## src/rtl/qammod_stream.sv

```systemverilog
// Streaming QAM mapper: packs IN_W-bit words into k-bit symbols (k = 2/4/6/8 by mode) and
// Gray-maps each half to signed I/Q amplitudes, with valid/ready on both sides and flush/last.
module qammod_stream #(
  parameter int unsigned IN_W  = 8,
  parameter int unsigned KMAX  = 8,
  parameter int unsigned AMP_W = 5
) (
  input  logic                    clk,
  input  logic                    rst,
  input  logic [1:0]              mode,
  input  logic [IN_W-1:0]         s,
  input  logic                    s_valid,
  output logic                    s_ready,
  input  logic                    flush,
  output logic signed [AMP_W-1:0] i,
  output logic signed [AMP_W-1:0] q,
  output logic                    o_valid,
  input  logic                    o_ready,
  output logic                    o_last
);

  localparam int unsigned BUF_W  = IN_W + KMAX;
  localparam int unsigned FILL_W = $clog2(BUF_W + 1);
  localparam int unsigned HMAX   = KMAX / 2;

  logic [BUF_W-1:0]        acc_q, acc_d, acc_shift;
  logic [FILL_W-1:0]       fill_q, fill_d, fill_mid;
  logic [1:0]              mode_q, mode_d;
  logic                    pend_q, pend_d;
  logic                    en_q;
  logic signed [AMP_W-1:0] i_q, i_d, q_q, q_d;
  logic                    ov_q, ov_d, last_q, last_d;

  logic [FILL_W-1:0] k, h, sh_i, sh_q;
  logic [KMAX-1:0]   top, mask_h;
  logic [HMAX-1:0]   g_i, g_q;
  logic              wr, rd, pad, slot, flush_take, is_last;

  // Gray code to offset-binary amplitude: 2*b - (2^h - 1)
  function automatic logic signed [AMP_W-1:0] map_axis(input logic [HMAX-1:0] g,
                                                       input logic [FILL_W-1:0] hw);
    logic [HMAX-1:0]  b;
    logic [AMP_W-1:0] two_b, lm1;
    b = g;
    for (int n = 1; n < int'(HMAX); n++) b = b ^ (g >> n);
    two_b = AMP_W'({b, 1'b0});
    lm1   = (AMP_W'(1) << hw) - AMP_W'(1);
    return signed'(two_b - lm1);
  endfunction

  assign h       = FILL_W'(mode_q) + FILL_W'(1);
  assign k       = {h[FILL_W-2:0], 1'b0};
  assign s_ready = en_q && !pend_q && (fill_q <= FILL_W'(BUF_W - IN_W));

  always_comb begin
    wr         = s_valid && s_ready;
    slot       = !ov_q || o_ready;
    pad        = pend_q && (fill_q != '0) && (fill_q < k);
    rd         = slot && ((fill_q >= k) || pad);
    flush_take = flush && !pend_q && ((fill_q != '0) || wr);

    fill_mid  = rd ? (pad ? '0 : fill_q - k) : fill_q;
    fill_d    = fill_mid + (wr ? FILL_W'(IN_W) : '0);
    acc_shift = rd ? (acc_q << k) : acc_q;
    // Bits below fill are always zero, so a padded read sees zero LSBs for free.
    acc_d     = acc_shift | (wr ? ({s, {KMAX{1'b0}}} >> fill_mid) : '0);
    is_last   = (pend_q || flush_take) && rd && (fill_d == '0);

    top    = acc_q[BUF_W-1 -: KMAX];
    sh_i   = FILL_W'(KMAX) - h;
    sh_q   = FILL_W'(KMAX) - k;
    mask_h = (KMAX'(1) << h) - KMAX'(1);
    g_i    = HMAX'(top >> sh_i);
    g_q    = HMAX'((top >> sh_q) & mask_h);

    mode_d = ((fill_q == '0) && !wr && !rd) ? mode : mode_q;

    pend_d = pend_q;
    if (ov_q && o_ready && last_q) pend_d = 1'b0;
    if (flush_take) pend_d = 1'b1;

    i_d    = i_q;
    q_d    = q_q;
    ov_d   = ov_q;
    last_d = last_q;
    if (rd) begin
      i_d    = map_axis(g_i, h);
      q_d    = map_axis(g_q, h);
      ov_d   = 1'b1;
      last_d = is_last;
    end else if (o_ready) begin
      ov_d   = 1'b0;
      last_d = 1'b0;
    end
  end

  always_ff @(posedge clk or negedge rst) begin
    if (!rst) begin
      acc_q  <= '0;
      fill_q <= '0;
      mode_q <= '0;
      pend_q <= 1'b0;
      en_q   <= 1'b0;
      i_q    <= '0;
      q_q    <= '0;
      ov_q   <= 1'b0;
      last_q <= 1'b0;
    end else begin
      acc_q  <= acc_d;
      fill_q <= fill_d;
      mode_q <= mode_d;
      pend_q <= pend_d;
      en_q   <= 1'b1;
      i_q    <= i_d;
      q_q    <= q_d;
      ov_q   <= ov_d;
      last_q <= last_d;
    end
  end

  assign i       = i_q;
  assign q       = q_q;
  assign o_valid = ov_q;
  assign o_last  = last_q;

endmodule

```

## config.mk

```make
export PLATFORM = sky130hd
export DESIGN_NAME = qammod_stream
export DESIGN_NICKNAME = d
export VERILOG_FILES = /design/src/rtl/qammod_stream.sv
export SDC_FILE = /design/constraint.sdc
export NUM_CORES = 1
export LEC_CHECK = 0
export ABC_CLOCK_PERIOD_IN_PS = 10210
export CORE_MARGIN = 2
export CORE_UTILIZATION = 30
export CTS_CLUSTER_DIAMETER = 200
export CTS_CLUSTER_SIZE = 30
export DETAILED_ROUTE_END_ITERATION = 6
export SETUP_SLACK_MARGIN = 0.2
export SLEW_MARGIN = 20
export SYNTH_ARGS = -nofsm -noshare
export SYNTH_HDL_FRONTEND = slang
export SYNTH_SLANG_ARGS = --single-unit
```

## constraint.sdc

```tcl
create_clock -name clk -period 10.21 [get_ports clk]
set_input_delay 2.042 -clock clk [delete_from_list [all_inputs] [get_ports clk]]
set_output_delay 2.042 -clock clk [all_outputs]
set_load 0.01 [all_outputs]
```

Fig. 1: run 1, cell area per tile
The die is cut into 10 by 10 equal tiles; black is low, pale yellow is high, 0 to 100% covered.
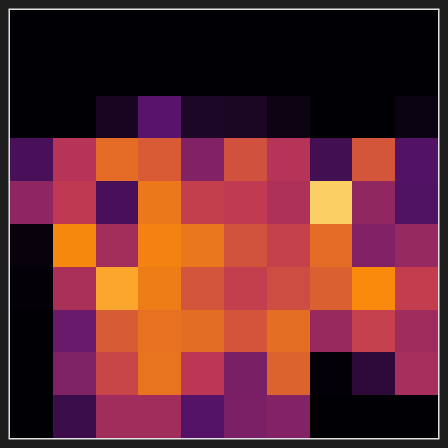
- fullest tile: 90%
- nearly empty tiles: 32%
- emptiest ninth of the die: north-east
- mean over tiles: 31%
- densest ninth of the die: center
fp_density: 0.307
core box area: 9730 um2
post-layout util: 0.356

Fig. 2: run 1, track usage over the die
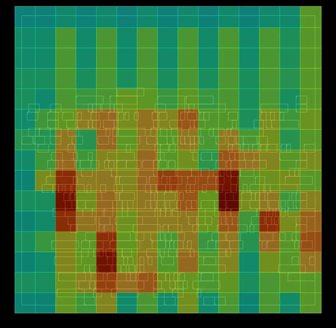
WL per Instance: 14.2 um
GR Util met1: 0.199
Total GRT Usage: 0.137
met3 global-route usage: 0.0233

Fig. 3: run 1, where the registers sit
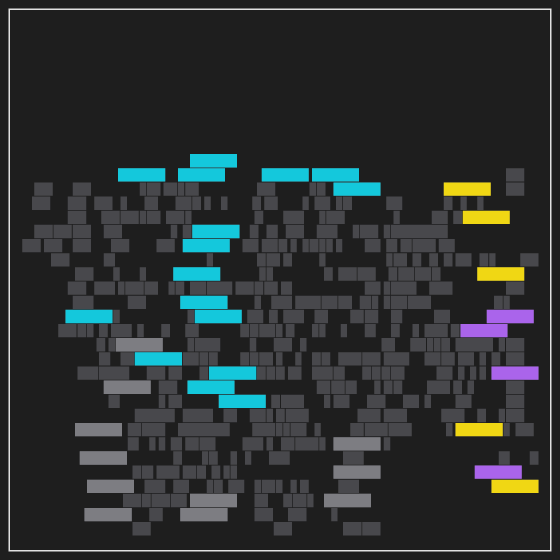
- cyan: `acc_q` (sequential cells 16)
- purple: `q` (sequential cells 4)
- yellow: `i` (sequential cells 5)
- not colored: 11

==> impl_metrics.tcl, run 1 <==
# flow metrics
set metrics [dict create \
    diodes 0 \
    grt_overflow 0 \
    firstDrtPassIters 4 \
    min_period_ns 4.84 \
    die-area_um2 10800 \
    vias_per_cell 5.16 \
    antenna_found_initial 0 \
    synthDistinctLibCells 62 \
    syn-mean-instance-area_um2 8.66 \
    grt_pass1_wl_mm 12.4 \
    comb_cells 275 \
    die_x_um 104 \
    setup_ws_ns 5.37 \
    dominant_cells "combinational gates" \
    critical_path.endpoint "q[4]$_DFFE_PN0N_" \
    drt_iter0_markers 154 \
    area_share_nonclk_buffers 0.0830 \
    tightest_slew_ns 1.07 \
    comb_share 0.559 \
    path_delay_family "buffers and inverters" \
    yosys_cells 345 \
    n_clock_buffer 6 \
    taps 133 \
    inv_count 17 \
    finalSetupViolations 0 \
    r2r_end "q[4]$_DFFE_PN0N_" \
    period_used_share 0.474 \
    h-tree-depth 2 \
    ys_sh_mux 0.108 \
    die_y_um 104 \
    hold_end "i[3]$_DFFE_PN0N_" \
    pin_count 28 \
    final-clk-cell-share 0.0310 \
    wl_mm 7.09 \
    fin_nets 396 \
    synth.largest_area_cell "dfrtp_1" \
    syn_inst 345 \
    crit_fanout 39 \
    design_area_um2 3470 \
    tool_warnings 31 \
    grt_pass1_vias 2528 \
    status "complete, no violations" \
    hp-class "flop to flop" \
    ys_warn_count 0 \
    cts_hold_buf 0 \
    ff_count 36 \
]
==> run 1: cell usage after synthesis (all sizes together) (10+ instances only) <==
cell type and count:
nor2 24, nand2 44, nor3 10, dfrtp 36
clkbuf 11, a21oi 19, inv 16, ha 15
mux2i 21, o21ai 29, mux2 10
==> run 1: state kept, by name, indices dropped and copies added, names as in the netlist <==
name / count
acc_q: 16
fill_q: 5
i: 5
q: 4
mode_q: 2
en_q: 1
o_last: 1
o_valid: 1
pend_q: 1
Fig. 4: run 1, cells by drive strength
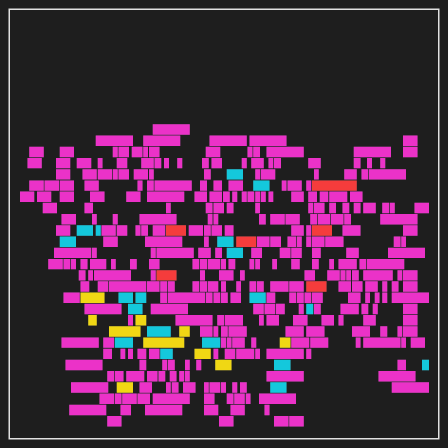

==> run 1 -> run 2 <==
Settings changed: ABC_CLOCK_PERIOD_IN_PS 10210 to 4850.
Clock period 10.21 ns to 4.85 ns, I/O delays scaled along.
Fig. 5: run 2, cells by drive strength
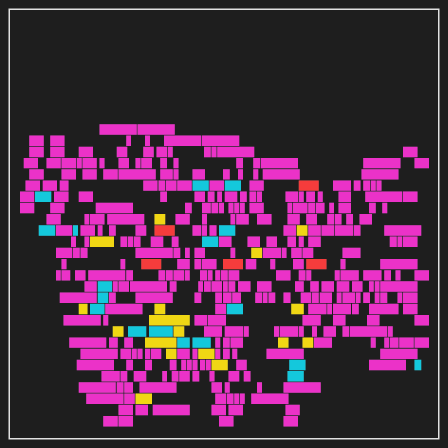
- yellow: drive 3 to 4 (cells 17; share 4.6%)
- magenta: drive 1 or less (cells 330; share 89%)
- red: drive 6 and up (cells 5; share 1.4%)
- cyan: drive 2 (cells 18; share 4.9%)

Fig. 6: run 2, where the registers sit
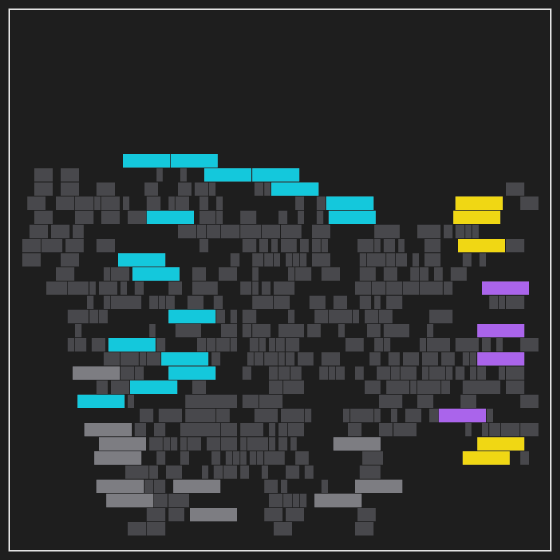
- yellow: `i` (sequential cells 5)
- cyan: `acc_q` (sequential cells 16)
- purple: `q` (sequential cells 4)

==> impl_metrics.tcl, run 2 <==
# flow metrics
set metrics [dict create \
    cts_hold_buf 0 \
    taps 133 \
    inv_count 17 \
    comb_cells 275 \
    synthDistinctLibCells 62 \
    hp-class "flop to flop" \
    drt_iter0_markers 330 \
    final_core_util 0.358 \
    coreArea_um2 9730 \
    tool_warnings 31 \
    final-clk-cell-share 0.0266 \
    fp_util 0.307 \
    setup_ws_ns 0.988 \
    grt_util_met1 0.196 \
    top_cells_by_count "nand2_1 (44), dfrtp_1 (36), o21ai_0 (28)" \
    crit_fanout 37 \
    fin_nets 400 \
    syn_inst 345 \
    firstDrtPassIters 5 \
    dominant_cells "combinational gates" \
    comb_share 0.557 \
    die_x_um 104 \
    grt_pass1_wl_mm 12.2 \
    diodes 0 \
    antenna_found_initial 0 \
    n_clock_buffer 5 \
    pin_count 28 \
    top_cell "nand2_1" \
    largest_reg_flops 16 \
    status "complete, no violations" \
]
run 2: netlist changes by cell type in the layout (fill, tap and decap cells not counted), sizes merged:
cell | before | now
buf | 4 | 8
bufinv | 1 | 0
clkbuf | 6 | 5
clkinvlp | 0 | 2
run 2: path summary, 6_finish.rpt:
kind,start,end,cells after the start
max reg2reg,mode_q[0]$_DFFE_PN0P_,acc_q[6]$_DFF_PN0_,15
min in group asynchronous,rst,i[1]$_DFFE_PN0N_,1
max,mode_q[0]$_DFFE_PN0P_,acc_q[6]$_DFF_PN0_,15
min reg2reg,q[2]$_DFFE_PN0N_,q[2]$_DFFE_PN0N_,2
max in group asynchronous,rst,acc_q[1]$_DFF_PN0_,1
min,q[2]$_DFFE_PN0N_,q[2]$_DFFE_PN0N_,2
